==> images/logic_types.png <==
Bar = 20 um.
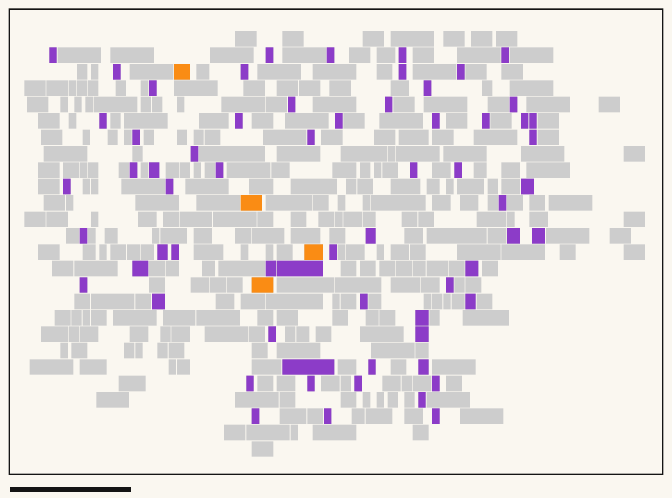
==> images/congestion.png <==
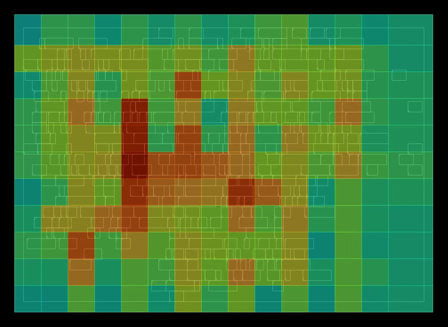
==> images/wires.png <==
Bar = 20 um.
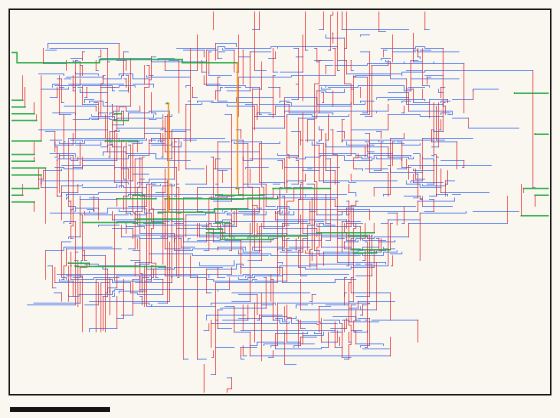
--- config.mk ---
export PLATFORM = sky130hd
export DESIGN_NAME = spi_master_ram_host_flat
export DESIGN_NICKNAME = d
export VERILOG_FILES = /design/src/rtl/spi_master_ram_host_if.sv /design/src/rtl/spi_master_ram_host.sv /design/src/flat_wrapper.sv
export SDC_FILE = /design/constraint.sdc
export NUM_CORES = 1
export LEC_CHECK = 0
export CAP_MARGIN = 20
export CORE_ASPECT_RATIO = 0.7
export CORE_MARGIN = 2
export CORE_UTILIZATION = 35
export DETAILED_ROUTE_END_ITERATION = 16
export RECOVER_POWER = 50
export SYNTH_ARGS = -nofsm -noshare
export SYNTH_HDL_FRONTEND = slang
export SYNTH_SLANG_ARGS = --single-unit
--- constraint.sdc ---
create_clock -name clk -period 2.1 [get_ports clk]
set_input_delay 0.42 -clock clk [delete_from_list [all_inputs] [get_ports clk]]
set_output_delay 0.42 -clock clk [all_outputs]
set_load 0.02 [all_outputs]
--- src/rtl/spi_master_ram_host_if.sv ---
// Local command/response bus and SPI pins of the host-side SPI initiator.
// The master modport is the initiator's view. The slave modport is the requester/link view.
interface spi_master_ram_host_if #(
   parameter int CMD_WIDTH = 10,
   parameter int WORD_SIZE = 8
);
   // Handshake rules:
   // - A command transfers on every clk edge where cmd_valid and cmd_ready are both high.
   // - While cmd_ready is low, cmd_valid and cmd_data may change freely.
   // - rsp_valid is a single-cycle pulse and has no back-pressure.
   logic                 cmd_valid;
   logic                 cmd_ready;
   logic [CMD_WIDTH-1:0] cmd_data;
   logic                 rsp_valid;
   logic [WORD_SIZE-1:0] rsp_data;
   logic                 busy;
   logic                 sclk;
   logic                 ss_n;
   logic                 mosi;
   logic                 miso;

   modport master (
      input  cmd_valid, cmd_data, miso,
      output cmd_ready, rsp_valid, rsp_data, busy, sclk, ss_n, mosi
   );

   modport slave (
      output cmd_valid, cmd_data, miso,
      input  cmd_ready, rsp_valid, rsp_data, busy, sclk, ss_n, mosi
   );
endinterface

--- src/rtl/spi_master_ram_host.sv ---
// Host-side SPI mode-0 initiator: serialises 10-bit commands MSB-first.
// On read-data frames it also shifts back one word from MISO.
module spi_master_ram_host #(
   parameter int CLK_DIV   = 2,
   parameter int RD_GAP    = 2,
   parameter int SS_GAP    = 2,
   parameter int CMD_WIDTH = 10,
   parameter int WORD_SIZE = 8
) (
   input  logic                   clk,
   input  logic                   rst,
   spi_master_ram_host_if.master  bus,
   output logic [2:0]             dbg_state
);

   typedef enum logic [2:0] {IDLE, SETUP, TX, TURN, RX, GAP} state_t;

   // SS_GAP counts every ss_n-high cycle between frames, including the IDLE accept
   // cycle. GAP itself always lasts at least one cycle so the response pulse has a home.
   localparam int GAP_CYC = (SS_GAP > 2) ? SS_GAP - 1 : 1;

   state_t               state_q, state_d;
   logic [7:0]           div_q, div_d;
   logic [4:0]           bit_q, bit_d;
   logic [7:0]           gap_q, gap_d;
   logic [CMD_WIDTH-1:0] shift_q, shift_d;
   logic                 rd_q, rd_d;
   logic [WORD_SIZE-1:0] rx_q, rx_d;
   logic                 sclk_q, sclk_d;
   logic                 ss_n_q, ss_n_d;
   logic                 mosi_q, mosi_d;
   logic                 rsp_valid_q, rsp_valid_d;
   logic [WORD_SIZE-1:0] rsp_data_q, rsp_data_d;

   logic run;
   logic wrap;
   logic low_end;

   assign run     = (state_q == SETUP) || (state_q == TX) || (state_q == TURN) || (state_q == RX);
   assign wrap    = run && (div_q == 8'(CLK_DIV - 1));
   // The end of a low half is where every frame-phase decision is taken.
   assign low_end = wrap && !sclk_q;

   always_ff @(posedge clk) begin
      if (rst) begin
         state_q     <= IDLE;
         div_q       <= '0;
         bit_q       <= '0;
         gap_q       <= '0;
         shift_q     <= '0;
         rd_q        <= 1'b0;
         rx_q        <= '0;
         sclk_q      <= 1'b0;
         ss_n_q      <= 1'b1;
         mosi_q      <= 1'b0;
         rsp_valid_q <= 1'b0;
         rsp_data_q  <= '0;
      end else begin
         state_q     <= state_d;
         div_q       <= div_d;
         bit_q       <= bit_d;
         gap_q       <= gap_d;
         shift_q     <= shift_d;
         rd_q        <= rd_d;
         rx_q        <= rx_d;
         sclk_q      <= sclk_d;
         ss_n_q      <= ss_n_d;
         mosi_q      <= mosi_d;
         rsp_valid_q <= rsp_valid_d;
         rsp_data_q  <= rsp_data_d;
      end
   end

   always_comb begin
      state_d = state_q;
      case (state_q)
         IDLE:    if (bus.cmd_valid) state_d = SETUP;
         SETUP:   if (wrap) state_d = TX;
         TX: begin
            if (low_end && bit_q == 5'(CMD_WIDTH)) begin
               if (!rd_q)           state_d = GAP;
               else if (RD_GAP == 0) state_d = RX;
               else                 state_d = TURN;
            end
         end
         TURN:    if (low_end && bit_q == 5'(RD_GAP)) state_d = RX;
         RX:      if (low_end && bit_q == 5'(WORD_SIZE)) state_d = GAP;
         GAP:     if (gap_q == 8'(GAP_CYC - 1)) state_d = IDLE;
         default: state_d = IDLE;
      endcase
   end

   always_comb begin
      div_d       = run ? (wrap ? 8'd0 : div_q + 8'd1) : 8'd0;
      bit_d       = bit_q;
      gap_d       = gap_q;
      shift_d     = shift_q;
      rd_d        = rd_q;
      rx_d        = rx_q;
      sclk_d      = sclk_q;
      ss_n_d      = ss_n_q;
      mosi_d      = mosi_q;
      rsp_valid_d = 1'b0;
      rsp_data_d  = rsp_data_q;

      if (state_q == IDLE && bus.cmd_valid) begin
         shift_d = bus.cmd_data;
         rd_d    = (bus.cmd_data[CMD_WIDTH-1 -: 2] == 2'b11);
         ss_n_d  = 1'b0;
         mosi_d  = bus.cmd_data[CMD_WIDTH-1];
         bit_d   = '0;
      end else if (wrap && sclk_q) begin
         // Falling edge: mosi moves only here; zero fill leaves mosi low after the last bit.
         sclk_d = 1'b0;
         bit_d  = bit_q + 5'd1;
         if (state_q == TX) begin
            shift_d = {shift_q[CMD_WIDTH-2:0], 1'b0};
            mosi_d  = shift_q[CMD_WIDTH-2];
         end
      end else if (low_end && state_d == GAP) begin
         ss_n_d      = 1'b1;
         mosi_d      = 1'b0;
         gap_d       = '0;
         rsp_valid_d = rd_q;
         if (rd_q) rsp_data_d = rx_q;
      end else if (low_end) begin
         sclk_d = 1'b1;
         if (state_d != state_q) bit_d = '0;
         if (state_d == RX) rx_d = {rx_q[WORD_SIZE-2:0], bus.miso};
      end else if (state_q == GAP) begin
         gap_d = gap_q + 8'd1;
      end
   end

   assign bus.cmd_ready = (state_q == IDLE) && !rst;
   assign bus.busy      = (state_q != IDLE);
   assign bus.sclk      = sclk_q;
   assign bus.ss_n      = ss_n_q;
   assign bus.mosi      = mosi_q;
   assign bus.rsp_valid = rsp_valid_q;
   assign bus.rsp_data  = rsp_data_q;
   assign dbg_state     = state_q;

endmodule
--- src/flat_wrapper.sv ---
// flat-port wrapper written by rule: the top's interface ports become plain ports
module spi_master_ram_host_flat 
#(
   parameter int CLK_DIV   = 2,
   parameter int RD_GAP    = 2,
   parameter int SS_GAP    = 2,
   parameter int CMD_WIDTH = 10,
   parameter int WORD_SIZE = 8
)
  (clk, rst, dbg_state, bus_cmd_valid, bus_cmd_data, bus_miso, bus_cmd_ready, bus_rsp_valid, bus_rsp_data, bus_busy, bus_sclk, bus_ss_n, bus_mosi);
  spi_master_ram_host_if #(.CMD_WIDTH(CMD_WIDTH), .WORD_SIZE(WORD_SIZE)) bus_i ();
  input  logic clk;
  input  logic rst;
  output logic [2:0] dbg_state;
  input wire logic [$bits(bus_i.cmd_valid)-1:0] bus_cmd_valid;
  input wire logic [$bits(bus_i.cmd_data)-1:0] bus_cmd_data;
  input wire logic [$bits(bus_i.miso)-1:0] bus_miso;
  output wire logic [$bits(bus_i.cmd_ready)-1:0] bus_cmd_ready;
  output wire logic [$bits(bus_i.rsp_valid)-1:0] bus_rsp_valid;
  output wire logic [$bits(bus_i.rsp_data)-1:0] bus_rsp_data;
  output wire logic [$bits(bus_i.busy)-1:0] bus_busy;
  output wire logic [$bits(bus_i.sclk)-1:0] bus_sclk;
  output wire logic [$bits(bus_i.ss_n)-1:0] bus_ss_n;
  output wire logic [$bits(bus_i.mosi)-1:0] bus_mosi;
  assign bus_i.cmd_valid = bus_cmd_valid;
  assign bus_i.cmd_data = bus_cmd_data;
  assign bus_i.miso = bus_miso;
  assign bus_cmd_ready = bus_i.cmd_ready;
  assign bus_rsp_valid = bus_i.rsp_valid;
  assign bus_rsp_data = bus_i.rsp_data;
  assign bus_busy = bus_i.busy;
  assign bus_sclk = bus_i.sclk;
  assign bus_ss_n = bus_i.ss_n;
  assign bus_mosi = bus_i.mosi;
  spi_master_ram_host #(.CLK_DIV(CLK_DIV), .RD_GAP(RD_GAP), .SS_GAP(SS_GAP), .CMD_WIDTH(CMD_WIDTH), .WORD_SIZE(WORD_SIZE)) u_core (.clk(clk), .rst(rst), .bus(bus_i), .dbg_state(dbg_state));
endmodule
==> run summary <==
outcome -> complete, but fails checks
failing checks -> setup timing
Top Layout Cells -> dfxtp_1 (51), nor2_1 (48), buf_4 (44)
share of cells above drive strength 1 -> 0.2467
CLK BUF -> 5
Site Rows -> 26
clock slew seen by the registers of the worst setup and hold paths -> 110 ps
chip width -> 108.1 um
CTS Buf Count -> 5
grt total ovfl -> 0
Mux area share -> 0.06032
post-CTS resize count -> 9
actual slew at the worst max-slew pin -> 718.8 ps
clock network area share -> 0.03183
Worst path slowest cell -> or4b_4
Fin. Hold Viols -> 0
worst skew pair latency -> 310 ps
Top reg by flops -> u_core.shift_q
max layer used -> met4
startpoint types -> flop
endpoints failing setup -> 33
Max Fclk -> 0.4202 GHz
Die Ht -> 76.87 um
fin nets -> 397
Port Buffers -> 30
Clk power -> 731 uW
met1 Usage GRT -> 0.2380
cell count of the worst reg-to-reg path -> 9
internal power -> 1534 uW
met2 routed WL -> 2640 um
Dominant cell area share -> 0.4072
Adder Area Share -> 0.03299
initial antenna violation count -> 0
number of logic gates -> 226
drt drc -> 0
first-pass GRT wire length -> 10160 um
Yosys reg bits -> 54
Largest register FFs -> 9
Vias -> 2346
average size of a mapped cell -> 8.705 um^2
final slew viol count -> 0
Max Cap Viol -> 0
FFs w/ async S/R, synth -> 0
RR Endpoint -> u_core.bit_q[3]
final worst setup slack -> -279.7 ps
RSZ-0062 raised after global routing -> yes
total sequential power -> 1060 uW
most used flip-flop cell -> dfxtp_1
Initial DRT Pass Iterations -> 4
Power Total -> 2067 uW
core box area -> 7320 um^2
Pre-Place Util -> 0.3627
Post-synth EDFFs -> 0
Simple Share, Synth -> 0.2540
nonclk inv count -> 7
yosys aoi share -> 0.1673
r2r setup slk -> -280 ps
peak supply drop -> 0.2582 mV
syn nets -> 326
register area -> 1085 um^2
pwr/cell area -> 565.3 nW/um^2
kind of critical path -> flop to flop
Gate power share -> 0.135
WP data required -> 2320 ps
post-synth top area cell -> dfxtp_1
number of global-route vias before repair -> 2107
CTS tree -> yes
Detail Placement HPWL -> 4640 um
clock skew -> 8.177 ps
Met3 Wirelength -> 319 um
Yosys Warn Count -> 0
Cell Count Post-Placement -> 464
total combinational power -> 279 uW
Switching Fraction -> 0.2580
CTS Hold Buffers Added -> 0
most common cell in the netlist -> dfxtp_1
Final Cycle Share -> 1.133
Via density -> 4.939
pin count of the biggest net entering global routing -> 40
CP max FO -> 5
Setup TNS -> -6301 ps
Max stage delay on crit path -> 460 ps
Clock Power Share -> 0.354
Clock Path Buffers -> 2
DP Worst Slack -> -264.1 ps
drt wl/cell -> 13.30 um
flip-flops -> 54
About logic_types.png:
orange -> AND-OR and OR-AND gates  # cells 4
purple -> NOR gates  # cells 64, most used nor2_1
logic gate fraction of the total cell area: 0.4309
dominant logic cell type in the layout: dfxtp_1
final std cells w/o fill: 475

About congestion.png:
GR Layer Usage met2: 0.2157
GRT Overall Usage: 0.1540
Layout Utilization: 0.4995
GRT busiest layer: met1
GR Util met3: 0.03316

About wires.png:
green -> metal 3  # wire length 319 um
red -> metal 2  # wire length 2640 um
orange -> metal 4  # wire length 46.9 um
blue -> metal 1  # wire length 3310 um

Power is estimated from default activity; no workload was simulated.
